Figure 1. Cell sizes after repair.
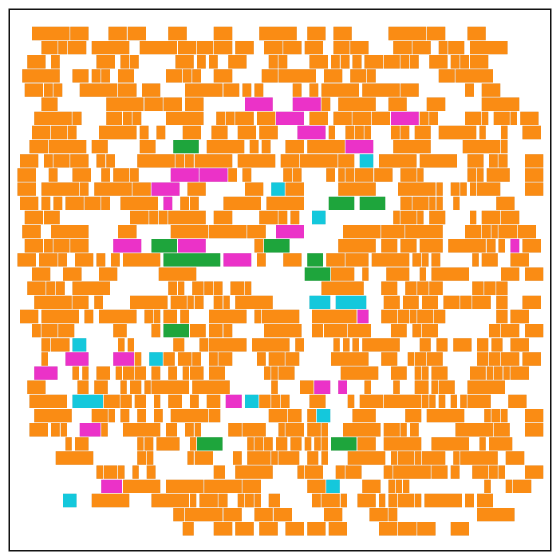
Figure 2. The clock network.
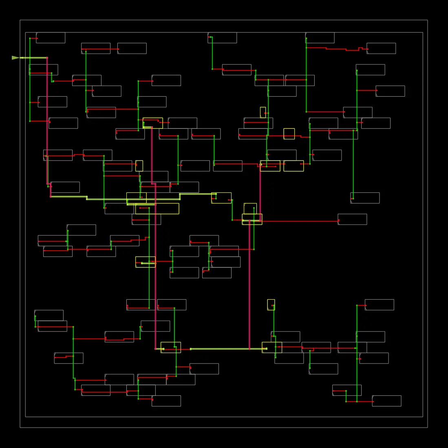
$ cat config.mk
export PLATFORM = sky130hd
export DESIGN_NAME = keygen_sched
export DESIGN_NICKNAME = d
export VERILOG_FILES = /design/src/rtl/keygen_sched.sv
export SDC_FILE = /design/constraint.sdc
export NUM_CORES = 1
export LEC_CHECK = 0
export ABC_CLOCK_PERIOD_IN_PS = 8600
export CORE_UTILIZATION = 45
export DETAILED_ROUTE_END_ITERATION = 10
export HOLD_SLACK_MARGIN = 0.12
export PLACE_DENSITY_LB_ADDON = 0.1
export SKIP_LAST_GASP = 1
export SYNTH_ARGS = -nofsm -noshare
export SYNTH_HDL_FRONTEND = slang
export SYNTH_SLANG_ARGS = --single-unit
$ cat constraint.sdc
create_clock -name clk -period 8.6 [get_ports clk]
set_input_delay 2.15 -clock clk [delete_from_list [all_inputs] [get_ports clk]]
set_output_delay 2.15 -clock clk [all_outputs]
set_load 0.03 [all_outputs]
$ cat src/rtl/keygen_sched.sv
// Round-robin scheduler that shares one KeyGen core between NREQ requesters,
// keeping a single job in flight and returning tagged results over valid/ready.
module keygen_sched #(
    parameter int NREQ    = 2,
    parameter int IDW     = 3,
    parameter int TIMEOUT = 4096
) (
    input  logic                clk,
    input  logic                rst,
    input  logic [NREQ-1:0]     req_valid,
    input  logic [8*NREQ-1:0]   req_p,
    input  logic [8*NREQ-1:0]   req_q,
    output logic [NREQ-1:0]     req_ready,
    output logic                resp_valid,
    input  logic                resp_ready,
    output logic [IDW-1:0]      resp_id,
    output logic [7:0]          resp_e,
    output logic [15:0]         resp_d,
    output logic [15:0]         resp_n,
    output logic [1:0]          resp_err,
    output logic                kg_start,
    output logic [7:0]          kg_p,
    output logic [7:0]          kg_q,
    input  logic [7:0]          kg_e,
    input  logic [15:0]         kg_d,
    input  logic [15:0]         kg_n,
    input  logic                kg_finish,
    output logic                kg_clr,
    output logic                busy
);

    localparam logic [2:0] S_IDLE   = 3'd0;
    localparam logic [2:0] S_ARB    = 3'd1;
    localparam logic [2:0] S_LAUNCH = 3'd2;
    localparam logic [2:0] S_WAIT   = 3'd3;
    localparam logic [2:0] S_RESP   = 3'd4;

    localparam int NSLOT = 2**IDW;
    localparam int CW    = $clog2(TIMEOUT) + 1;

    logic [2:0]     state_reg, state_next;
    logic [IDW-1:0] rr_ptr_reg;
    logic [IDW-1:0] id_reg;
    logic [7:0]     p_reg, q_reg;
    logic [CW-1:0]  cnt_reg;
    logic [7:0]     e_reg;
    logic [15:0]    d_reg, n_reg;
    logic [1:0]     err_reg;

    // Requester inputs padded out to a power-of-two table so an IDW-bit index
    // always lands on a defined entry.
    logic [NSLOT-1:0] valid_ext;
    logic [7:0]       p_arr [NSLOT];
    logic [7:0]       q_arr [NSLOT];

    genvar gi;
    generate
        for (gi = 0; gi < NSLOT; gi++) begin : g_unpack
            if (gi < NREQ) begin : g_real
                assign valid_ext[gi] = req_valid[gi];
                assign p_arr[gi]     = req_p[8*gi +: 8];
                assign q_arr[gi]     = req_q[8*gi +: 8];
            end else begin : g_pad
                assign valid_ext[gi] = 1'b0;
                assign p_arr[gi]     = 8'd0;
                assign q_arr[gi]     = 8'd0;
            end
        end
    endgenerate

    logic           grant_found;
    logic [IDW-1:0] grant_idx;

    always_comb begin
        logic [IDW:0] scan;
        grant_found = 1'b0;
        grant_idx   = '0;
        scan        = '0;
        for (int k = 0; k < NREQ; k++) begin
            scan = {1'b0, rr_ptr_reg} + (IDW+1)'(k);
            if (scan >= (IDW+1)'(NREQ)) begin
                scan = scan - (IDW+1)'(NREQ);
            end
            if (!grant_found && valid_ext[scan[IDW-1:0]]) begin
                grant_found = 1'b1;
                grant_idx   = scan[IDW-1:0];
            end
        end
    end

    logic arb_fire;
    assign arb_fire = (state_reg == S_ARB) && grant_found;

    generate
        for (gi = 0; gi < NREQ; gi++) begin : g_ready
            assign req_ready[gi] = arb_fire && (grant_idx == IDW'(gi));
        end
    endgenerate

    // x mod 3 via base-4 digit sums (4 == 1 mod 3); true when x is a multiple of 3.
    function automatic logic div3(input logic [7:0] x);
        logic [3:0] s;
        logic [2:0] s2;
        logic [1:0] t;
        s  = {2'b00, x[1:0]} + {2'b00, x[3:2]} + {2'b00, x[5:4]} + {2'b00, x[7:6]};
        s2 = {1'b0, s[1:0]} + {1'b0, s[3:2]};
        t  = s2[1:0] + {1'b0, s2[2]};
        return (t == 2'd0) || (t == 2'd3);
    endfunction

    logic bad_op;
    always_comb begin
        bad_op = (p_reg < 8'd2) || (q_reg < 8'd2) || (p_reg == q_reg);
        if (!bad_op) begin
            bad_op = div3(p_reg - 8'd1) || div3(q_reg - 8'd1);
        end
    end

    logic timeout_hit;
    assign timeout_hit = (state_reg == S_WAIT) && (cnt_reg == CW'(TIMEOUT - 1));

    always_comb begin
        state_next = state_reg;
        case (state_reg)
            S_IDLE:   if (|req_valid) state_next = S_ARB;
            S_ARB:    state_next = grant_found ? S_LAUNCH : S_IDLE;
            S_LAUNCH: state_next = bad_op ? S_RESP : S_WAIT;
            S_WAIT:   if (kg_finish || timeout_hit) state_next = S_RESP;
            S_RESP:   if (resp_ready) state_next = S_IDLE;
            default:  state_next = S_IDLE;
        endcase
    end

    always_ff @(posedge clk) begin
        if (rst) begin
            state_reg  <= S_IDLE;
            rr_ptr_reg <= '0;
            id_reg     <= '0;
            p_reg      <= '0;
            q_reg      <= '0;
            cnt_reg    <= '0;
            e_reg      <= '0;
            d_reg      <= '0;
            n_reg      <= '0;
            err_reg    <= '0;
        end else begin
            state_reg <= state_next;
            case (state_reg)
                S_ARB: begin
                    if (grant_found) begin
                        p_reg      <= p_arr[grant_idx];
                        q_reg      <= q_arr[grant_idx];
                        id_reg     <= grant_idx;
                        rr_ptr_reg <= (grant_idx == IDW'(NREQ - 1)) ? '0 : grant_idx + 1'b1;
                    end
                end
                S_LAUNCH: begin
                    cnt_reg <= '0;
                    if (bad_op) begin
                        err_reg <= 2'd1;
                        e_reg   <= '0;
                        d_reg   <= '0;
                        n_reg   <= '0;
                    end
                end
                S_WAIT: begin
                    cnt_reg <= cnt_reg + 1'b1;
                    // finish has priority over a coincident timeout
                    if (kg_finish) begin
                        err_reg <= 2'd0;
                        e_reg   <= kg_e;
                        d_reg   <= kg_d;
                        n_reg   <= kg_n;
                    end else if (timeout_hit) begin
                        err_reg <= 2'd2;
                        e_reg   <= '0;
                        d_reg   <= '0;
                        n_reg   <= '0;
                    end
                end
                default: ;
            endcase
        end
    end

    assign kg_start   = (state_reg == S_LAUNCH) && !bad_op;
    assign kg_p       = kg_start ? p_reg : 8'd0;
    assign kg_q       = kg_start ? q_reg : 8'd0;
    assign kg_clr     = timeout_hit && !kg_finish;
    assign resp_valid = (state_reg == S_RESP);
    assign busy       = (state_reg != S_IDLE);
    assign resp_id    = id_reg;
    assign resp_e     = e_reg;
    assign resp_d     = d_reg;
    assign resp_n     = n_reg;
    assign resp_err   = err_reg;

endmodule
==> metrics.cfg <==
[synthesis]
ff_type=dfxtp_1
ys_seq_elements=80
synth_area_mm2=0.00466
yosysUniqueCellTypes=55
postSynthCellCount=553
yosys-top-cells-count=94 x a21oi_1, 80 x dfxtp_1, 45 x nor2_1
synth.avg_cell_area_um2=8.43
edf_count=0
ys_cells=553
ys_warn_count=0
top_cells_by_area=dfxtp_1 34%, a21oi_1 10%, a311oi_1 8.1%
ys_seq_share_pct=34.3
fp_nets=654
async_reset_ff_share_pct=0
yosys.area.top_type_share_pct=34.3
yosysChipArea_mm2=0.00466
top_area_cell=dfxtp_1
top_cell=a21oi_1

[die]
dieHeight_um=104
rows=36
chip_area_mm2=0.0108
fp_util_pct=47.1
die-width_um=104
io_pins=145
core_area_mm2=0.00991

[final_timing]
finalCritPeriodShare_pct=96.7
slew-limit-headroom_pct=41.7
hold_violations=0
hold_slack_ps=476
worstMarginPinSlew_ps=875
rsz0062_at_grt=false
period_minus_slack_ps=8320
tns_ps=0
final-max-slew-violation-count=0
setup_violations=0
clock.fmax_mhz=120

[worst_setup_path]
crit_path_end_kind=output port
path_max_fanout=15
startpoint=p_reg[0]
worstPathArrival_ps=6170
max_stage_delay_ps=670
worstPathRequired_ps=6450
path_class=reg -> out
r2r_start=p_reg[0]
cp_slowest_cell=clkdlybuf4s50_1
crit_chain=inv_1 > ha_1 > inv_1 > or3_1 > xnor2_1 > fa_1 > fa_1 > ha_1 > fa_1 > ha_1 > fa_1 > ha_1 > xnor3_1 > or4_4 > a21oi_4 > nand2_2 > inv_1 > clkdlybuf4s50_1
cp-start-kind=flop
ff2ff_path_depth=18

[min_path]
hp-class=reg -> reg
worstHoldStart=resp_id[1]
holdPathStages=1

[route]
vias=4615
drt.antenna.violating_nets=0
wirelength_um=13400
drt_pass1_iterations=5
vias_per_cell=5.77
drc_errors=0
drt_iter0_drc=233
wl_per_cell_um=16.7

[placement]
pre_cts_slack_ps=598
port_buffers=144
placed_cell_area_mm2=0.00612
placed_cells=785
finalWeightedCongestion=0.897
place_hpwl_um=9110

[power]
power.leakage_nw=2.38
powerDensity_mw_per_mm2=487
p_total_mw=3.07
ir_drop_mv=0.682

[run]
tool_warnings=27
maxCapViolations=0

[global_routing]
grt_usage_pct=24.8
grt_pass1_vias=4366
grt_pass1_wl_um=21900
grt_max_degree=81
grt_antenna_before_repair=0
grt_remaining_overflow=0

[final_layout]
fillCellCount=899
drive_gt1_share_pct=7.05
nNetsFinal=764
seqCellArea_mm2=0.00160
final_util_pct=63.7
logic_area_mm2=0.00278
antenna_cells=0
stdcell_count=800

[cts]
clockRootBuffer=clkbuf_8
clock_sinks=80
numCtsBuffers=9
htreeDepth=3
clockBufferDepth=2
cts_setup_buffers=0
cts_tree=done
path_clk_slew_ps=90

[status]
status=complete, no violations

Notes on Figure 1 above:
- x6 and larger: green (cells 11; share 1.6%)
- x2: magenta (cells 24; share 3.6%)
- x3 and x4: cyan (cells 12; share 1.8%)
- x1 and smaller: orange (cells 620; share 93%)
fin area: 0.00631 mm2
Non-CTS buffers: 152
setup ws final: 285 ps
synthesis-to-layout area growth: 35.3%

Notes on Figure 2 above:
Clock Buffer Count: 10
Skew-Pair Late Insertion Delay: 360 ps
flip-flop and latch count: 80
Clock Power: 0.274 mW
Worst Clk Skew: 19.0 ps

## cells in the final DEF, fill, tap and decap left out, types with 6 or more instances in the layout
cell type	instances
fa_1	10
a311oi_2	13
clkdlybuf4s50_1	139
buf_4	8
nor3_1	12
nor4_1	9
nand2_1	37
a311oi_1	43
nand3_1	22
xnor2_1	6
a21oi_1	94
ha_1	13
dfxtp_1	80
clkbuf_8	9
nor2_1	45
xor2_1	14
and3_1	13
inv_1	20
o21ai_0	6
## area by class of cell
class	instances	share of cell area (%)
flip-flops and latches	80	25.4
multi-input cells	400	44.0
well taps	133	2.64
clock buffers	10	2.02
repair buffers	152	23.9
inverters	20	1.19
clock inverters	5	0.892
## cell families (layout without fill, tap and decap cells)
| family | count (synthesis) | in the layout | share of synthesized area, % |
|---|---|---|---|
| XOR/XNOR | 22 | 22 | 4.75 |
| AND-OR/OR-AND | 183 | 183 | 27.8 |
| AND/OR/NAND/NOR | 167 | 167 | 17.6 |
| buffers and inverters | 73 | 187 | 6.52 |
| adder cells (fa/ha/maj) | 23 | 23 | 7.78 |
| multiplexers | 5 | 5 | 1.15 |
| flip-flops | 80 | 80 | 34.3 |
## power breakdown
group / total (mW) / internal [mW] / switching [mW]
clock: 0.274 / 0.133 / 0.141
sequential: 0.480 / 0.407 / 0.0728
combinational: 2.32 / 1.29 / 1.03
total: 3.07 / 1.83 / 1.24
## metal layers
metal | vias up | part of all wire (%) | routed length [um] | track usage [%]
li1 | 2252 | - | - | -
met1 | 2215 | 43 | 5800 | 31.5
met2 | 132 | 51 | 6770 | 43.2
met3 | 16 | 4.4 | 588 | 4.28
met4 | 0 | 1.7 | 231 | 6.73
met5 | - | 0 | 0 | 0
## critical path, delay by kind of cell, from the launching register on
kind,cells,cell delay [ps]
buffers and inverters,4,1020
XOR/XNOR,2,480
AND/OR/NAND/NOR,3,970
AND-OR/OR-AND,1,310
flip-flops,1,370
adder cells (fa/ha/maj),8,2680
## worst paths after layout
| check | endpoint | slack (ps) |
|---|---|---|
| max reg2reg | resp_e[2] | 2890 |
| min | resp_id[1] | 480 |
| min reg2reg | resp_id[1] | 480 |
| max | kg_start | 280 |
## repair_timing
item | in CTS | in global routing
endpoints found under the setup margin | 0 | 4
hold buffers | 0 | 0
gates resized | 0 | 4
Power is estimated from default activity; no workload was simulated.
